Design ft_recovery_ctrl_flat, sky130hd; sources not shown.
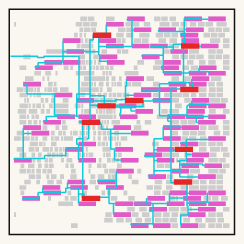
Figure 1: run 1, routed clock nets over the placement.
(2 px per um)
magenta -> flip-flops  # count 105
red -> cells driving clock nets  # count 9
cyan -> clock wires  # length 1220 um
routed clock nets = 10
flops lie = all over the die
Clk Latency, worst-skew pair: 350 ps
Clock Power: 0.00118 W
worst clock skew: 8.56 ps

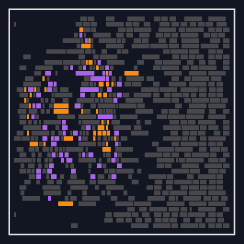
Figure 2: run 1, selected gate families.
(2 px per um)
orange -> NOR gates  # cells 42, most used nor2_1
purple -> inverting AOI/OAI gates  # cells 61, most used a22oi_1
non-filler instance count after layout: 733
logic share of the area: 35.1%
most common logic cell in the routed design: sky130_fd_sc_hd__clkdlybuf4s50_1

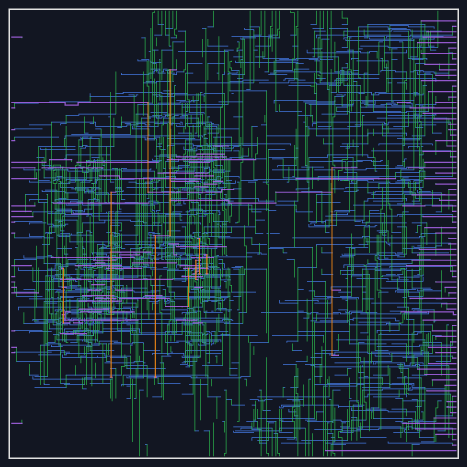
Figure 3: run 1, signal wires by layer.
(4 px per um)
orange -> met4  # wire length 234 um
green -> met2  # wire length 6550 um
purple -> met3  # wire length 1100 um
blue -> met1  # wire length 6050 um
Wirelength per Cell: 19.0 um
Tot GR Track Use: 22.3%
sum of routed wire length over all layers: 13.9 mm
DR vias: 4264

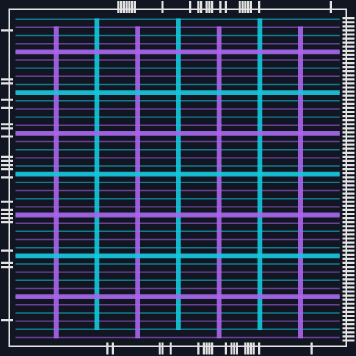
Figure 4: run 1, supply network.
(3 px per um) Pins as bars on the die edge.
purple -> VSS
cyan -> VDD
met5 straps = 7
signal pins = 145
VDD IR max: 604 uV
Die Wd: 112 um
Core Footprint: 11500 um2

==> results.txt, run 1 <==
The flow completed. Before placement the cells fill 46.5% of the core. Area growth from synthesis to layout landed at 33.6%. Total congestion overflow landed at 0. First-pass GRT wire length landed at roughly 22 mm. Synthesized area divided by synthesized cell count landed at approximately 12 um2. For this run, the post-layout net count is around 630. The number of cells reported by Yosys stat comes to around 460. Fill cell instance count of the final layout landed at ~920. The iteration count recorded for the first detailed-route pass is 5. Total DRC errors in the routed layout landed at 0.

After floorplanning, the core was divided into 39 placement rows. The power report lists cell-internal power as 0.00350 W. The worst path in the final design needs a cycle of around 2700 ps, including I/O delays and setup. Post-synthesis instance total landed at approximately 460. Hold repair after CTS inserted 0 buffers. The placement stage leaves a total instance area of ~6800 um2. By area the synthesized netlist is led by sky130_fd_sc_hd__dfrtp_1, sky130_fd_sc_hd__mux2_2, sky130_fd_sc_hd__mux2_4, sky130_fd_sc_hd__mux2_1, sky130_fd_sc_hd__a22oi_1. Summed over its instances, the top area cell type makes up between 40% and 50% of the synthesized netlist area.

Total combinational power landed at between 0.002 and 0.0025 W. The final timing report lists a max-slew violation count of 0. Number of antenna violations at the first check in global routing landed at 0. Chip area in the Yosys report landed at 5330 um2. Counting flops with an async set or reset pin after synthesis yields a share of 100%. The count of nets left with antenna violations once routing finished came out at 0.

The run finished with clean final reports. The pin closest to its max-slew limit shows a slew of between 1000 and 1500 ps. The tree is rooted in a sky130_fd_sc_hd__clkbuf_16.

Before any placement, the netlist area is recorded as 5330 um2. Highest clock frequency the design can meet landed at approximately 370 MHz. Along the worst path, the maximum fanout reaches 14. Summing the sequential cell areas from Yosys gives between 40% and 50% of the chip area. In this run the deepest clock path goes through 2 buffers. The CTS report gives the tree buffer count as 9. Largest net degree at the start of global routing landed at about 64.

Of the cells placed in the final design, the portion with a size suffix greater than 1 is about 14%. Per the CTS log, the maximum H-tree level is 3. The number of global-route vias before repair came to approximately 4200. Per the synthesis report, the dominant area consumer among library cells is sky130_fd_sc_hd__dfrtp_1.

In the setup report, the worst path falls into the class register to register. Tally of buffers added on design ports landed at 142. Setup repair after global routing left no endpoint under its margin. Leakage component of the power landed at around 3.3 nW. The report counts max-capacitance violations totalling 0. The largest part of the power goes to combinational cells.

TritonCTS built the clock tree. Final count of negative-setup-slack endpoints landed at 0. The placement summary gives the final routability congestion estimate as about 0.90. TritonCTS reports the number of clock sinks as ~110. Mean number of vias per cell landed at 5.82. The Yosys step of the flow raised 0 warnings. Area enclosed by the die boundary landed at ~13000 um2. Depth of the worst register-to-register path landed at 5. The synthesized design contains 0 enable-type register cells.

Post-route standard cell area excluding fillers landed at slightly above 7000 um2. The logs give a warning total of 26. roughly 150 I/O pins were placed.

In this run the power density over the cells is ~790 nW/um2. For the sequential group, total power comes out at a little over 0.002 W. 0 antenna diodes ended up in the layout. Logic gate share of total power landed at a little over two fifths. Final total negative setup slack landed at 0 ps. The timing report gives the clock slew at the launch and capture registers of the worst setup and hold paths as 70 ps. Detailed-placement wirelength estimate landed at about 9 mm. Switching power share of the total landed at a little under two fifths. The min-delay analysis places its worst path in the category primary input to async pin. Count of different cell masters after synthesis landed at around 51.
run 1: kinds of logic (layout without fill, tap and decap cells):
family	count (synthesis)	count (layout)	synth area share (%)
flops	105	105	49.3
fa+ha+maj	2	2	0.469
buf+inv	48	177	5.37
mux	83	83	18.5
other cells	1	2	0.0703
simple gates	152	154	17.2
compound gates	66	67	9.03
run 1: per-stage QoR:
step	util [%]	setup slack, ps	instances	power [W]
after floorplan	-	22.0	427	0.00341
after global placement	58.5	-2780	712	0.00430
after detailed placement	59.0	-386	713	0.00437
after CTS	61.7	6.74	732	0.00563
after global routing	62.1	8.52	733	0.00586
final	62.1	100	733	0.00560
run 1: layer usage:
metal  vias up  track usage [%]  share of wire, %
li1       1920                -                 -
met1      2081             30.2                43
met2       240             36.1                47
met3        23             4.14               7.9
met4         0             8.19               1.7
met5         -                0                 0
run 1: timing repair:
action                     in CTS  in global routing
gates resized                   2                  9
setup endpoints to repair      36                 25
pin swaps                       1                  0
setup buffers                   1                  0
cloned                          2                  1
run 1: cell type report:
type	count	area [um2]	area share [%]
clock buffer	12	246	3.46
inverter	17	63.8	0.896
timing repair buffer	144	1480	20.7
tap	143	179	2.51
clock inverter	4	28.8	0.404
multi-input combinational	308	2500	35.1
sequential	105	2630	36.9
run 1: worst max-delay path: stages, from the launching register on:
cell,delay (ps)
sky130_fd_sc_hd__dfrtp_1,440
sky130_fd_sc_hd__nor4_1,400
sky130_fd_sc_hd__nand3_1,330
sky130_fd_sc_hd__o311ai_4,770
sky130_fd_sc_hd__nand2_1,370
sky130_fd_sc_hd__a31oi_1,280
--- run 2 (diff from run 1) ---
RECOVER_POWER = 25   (was default)
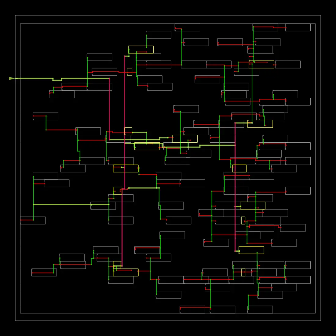
Figure 5: run 2, clock routing.
TritonCTS sink count: 105
number of buffers created by CTS: 9
Layout clock buffers: 12

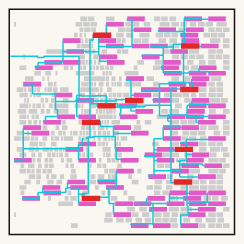
Figure 6: run 2, routed clock nets over the placement.
(2 px per um)
fraction of power consumed by the clock network: 21.0%
worst clock skew: 8.00 ps

==> results.txt, run 2 <==
The flow completed. In the post-synthesis netlist, the biggest area contributors are sky130_fd_sc_hd__dfrtp_1, sky130_fd_sc_hd__mux2_2, sky130_fd_sc_hd__mux2_4, sky130_fd_sc_hd__mux2_1, sky130_fd_sc_hd__a22oi_1. Wire length after detailed routing landed at 13.9 mm (-0.48%). Looking at the global route congestion table, the highest-usage layer is met2. The cts-stage hold buffer count came to 0 (unchanged).

Flop-to-flop setup slack landed at 100 ps. The cell area after synthesis is 5330 um2 (unchanged). Number of detailed-routing iterations run before antenna repair landed at 5 (unchanged). Floorplan utilization landed at 46.5% (unchanged).

Met3 track demand over resource in global routing landed at 4.14% (unchanged). The number of top-level pins was 145 (unchanged). The total number of yosys warnings came to 0 (unchanged). H-tree level count landed at 3 (unchanged). The number of nets still failing antenna checks after routing was 0 (unchanged).

Count of different cell masters after synthesis landed at 51 (unchanged). The total power density per cell area came to 787 nW/um2 (+0.15%). The leakage component of the power was 3.27 nW (-0.15%).

Chip area in the Yosys report landed at 5330 um2 (unchanged). Highest clock frequency the design can meet landed at 370 MHz (-0.15%). The depth of the worst register-to-register path is 5 (unchanged).

The critical path in this run is classified as register to register. The number of antenna violations at the first check in global routing was 0 (unchanged). Worst-case setup slack after placement landed at -386 ps (unchanged). Clock latency on the worst-skew pair landed at 350 ps (about the same). The violation tally recorded at the end of detailed-routing iteration 0 is between 500 and 600. The run finished, with violations left. The total congestion overflow came to 0 (unchanged). The horizontal die dimension came to 112 um (unchanged). The final reports fail on capacitance limit, slew limit.

Looking at the cell usage after synthesis, the top flip-flop cell is sky130_fd_sc_hd__dfrtp_1. The worst setup path is captured at a register. The number of rows in the core area is 39 (unchanged).

The synthesized area divided by synthesized cell count came to 11.7 um2 (unchanged). The area of all sequential standard cells came to 2630 um2 (unchanged). The met1 usage is 30.2% (unchanged). The antenna diode instance count was 0 (unchanged). The post-placement cell area came to 6760 um2 (unchanged). The buffer depth of the longest clock path was 2 (unchanged). Global routing usage summed across all routing layers landed at 22.3% (unchanged). Checking max transition, the worst relative margin is -60.1%.

Post-route standard cell area excluding fillers landed at 7110 um2 (-0.11%). The clock transition at the registers of the reported paths came to 70 ps (about the same). The met2 capacity usage during global routing is 36.1% (unchanged). The core utilization of the finished layout is 62.0% (-0.065 points). In the finished design, the share of the clock period the worst path needs comes to 96.6%. The first-pass GRT wire length came to 22.4 mm (unchanged).

Proportion of register bits with asynchronous set or reset after synthesis landed at 100% (unchanged). The tally of buffers added on design ports was 142 (unchanged). The synthesized design contains about 110 register bits. Largest net degree at the start of global routing landed at 64 (unchanged). The arrival time of data at the worst endpoint is listed as ~3000 ps.

Area growth from synthesis to layout landed at 33.4%. Setup repair after global routing left no endpoint under its margin. Placeable core region landed at 11500 um2 (unchanged). Total tool warning count landed at 26 (unchanged). The final critical path time including I/O delays and setup came to 2700 ps (+4.15 ps). Share of synthesized area occupied by flip-flops and latches landed at 49.3% (unchanged). The number of global-route vias before repair came to 4217 (unchanged). Detailed-placement wirelength estimate landed at 9.27 mm (unchanged). The sum of internal, switching and leakage power is 0.00560 W (about the same). By count the netlist is led by sky130_fd_sc_hd__dfrtp_1, sky130_fd_sc_hd__mux2_2, sky130_fd_sc_hd__nand3_1. The final timing report lists a hold violation count of 0. Die height landed at between 100 and 150 um.

The fill cell instance count of the final layout came to 921 (+0.22%). Area of the multi-input gates landed at 2500 um2 (unchanged). The count of library flops with an enable pin is 0 (unchanged). Final routed wire length divided by cell count landed at 18.9 um (-0.48%). The library cells used most frequently in the layout, excluding fill and tap cells, are sky130_fd_sc_hd__clkdlybuf4s50_1, sky130_fd_sc_hd__dfrtp_1, sky130_fd_sc_hd__mux2_2.

By instance count after routing, the leading logic cell type is sky130_fd_sc_hd__clkdlybuf4s50_1. Final total negative setup slack landed at 0 ps (unchanged). The highest net fanout along the worst path came to 14 (unchanged). TritonCTS built the clock tree. Total DRC errors in the routed layout landed at 0 (unchanged). The tightest min-delay check is of the register to register type. Area enclosed by the die boundary landed at 12500 um2 (unchanged).

Share of Yosys cell area claimed by the top area cell type landed at 49.3% (unchanged). Hold path depth landed at 1. Cell count listed in synth_stat.txt landed at 457 (unchanged).

The worst ir drop on vdd is 603 uV (about the same). CTS placed an instance of sky130_fd_sc_hd__clkbuf_16 at the clock tree root. sky130_fd_sc_hd__dfrtp_1 is the most common cell in the netlist. STA classifies the critical path startpoint as a register. Post-synthesis instance total landed at 457 (unchanged). Final count of pins violating max slew landed at 43 (+43). Final estimated routing congestion in global placement landed at 0.898 (unchanged).

Data required time at the worst endpoint landed at just over 3000 ps. Actual slew at the worst max-slew pin landed at 2400 ps (+1360 ps). The number of max-capacitance violations reported was 1 (+1). Layout cell share with drive strength beyond 1 landed at 14.1% (-0.17 points). The final count of negative-setup-slack endpoints came to 0 (unchanged).

Total number of vias landed at 4263 (-0.023%). The number of nets in the finished design is 625 (unchanged). Worst setup slack after layout landed at 96.2 ps (-4.15 ps). Of all cell types, the one taking the most synthesized area is sky130_fd_sc_hd__dfrtp_1. Mean number of vias per cell landed at 5.82 (about the same).
==> run 2: kinds of logic (layout without fill, tap and decap cells) <==
kind of cell    after synthesis  after routing  synth area share [%]
other cells                   1              2                0.0703
compound gates               66             67                  9.03
buf+inv                      48            177                  5.37
fa+ha+maj                     2              2                 0.469
simple gates                152            154                  17.2
mux                          83             83                  18.5
flops                       105            105                  49.3
==> run 2: routing by layer <==
| metal | wire (um) | vias to the layer above |
|---|---|---|
| met5 | 0 | - |
| met4 | 244 | 0 |
| met3 | 1100 | 22 |
| met2 | 6540 | 225 |
| met1 | 5980 | 2092 |
| li1 | - | 1924 |
==> run 2: critical path: stages (launching register included) <==
cell and delay [ps]:
sky130_fd_sc_hd__dfrtp_1 440, sky130_fd_sc_hd__nor4_1 400, sky130_fd_sc_hd__nand3_1 340, sky130_fd_sc_hd__o311ai_4 770, sky130_fd_sc_hd__nand2_1 370, sky130_fd_sc_hd__a31oi_1 280
==> run 2: timing repair <==
action                                  4_1_cts  5_1_grt
gates cloned                                  2        1
buffers inserted                              1        0
endpoints found under the setup margin       36       25
resized                                       2        9
pin swaps                                     1        0
==> run 2: power by group <==
group	total, W	internal [W]	switching [W]
Sequential	0.00201	0.00180	0.000204
Combinational	0.00242	0.00107	0.00135
Clock	0.00118	0.000628	0.000548
Total	0.00560	0.00350	0.00210
==> run 2: area by class of cell <==
type | count | area share, %
sequential | 105 | 36.9
multi-input combinational | 308 | 35.1
timing repair buffer | 144 | 20.7
clock buffer | 12 | 3.46
tap | 143 | 2.51
inverter | 17 | 0.897
clock inverter | 4 | 0.405
==> run 2: per-stage QoR <==
stage / std cells / hold slack [ps]
after floorplan: 427 / 264
after CTS: 732 / 136
final: 733 / 486
after detailed placement: 713 / 474
after global routing: 733 / 508
after global placement: 712 / 466
Power figures rest on the tool's default switching activity, not on a simulated workload.
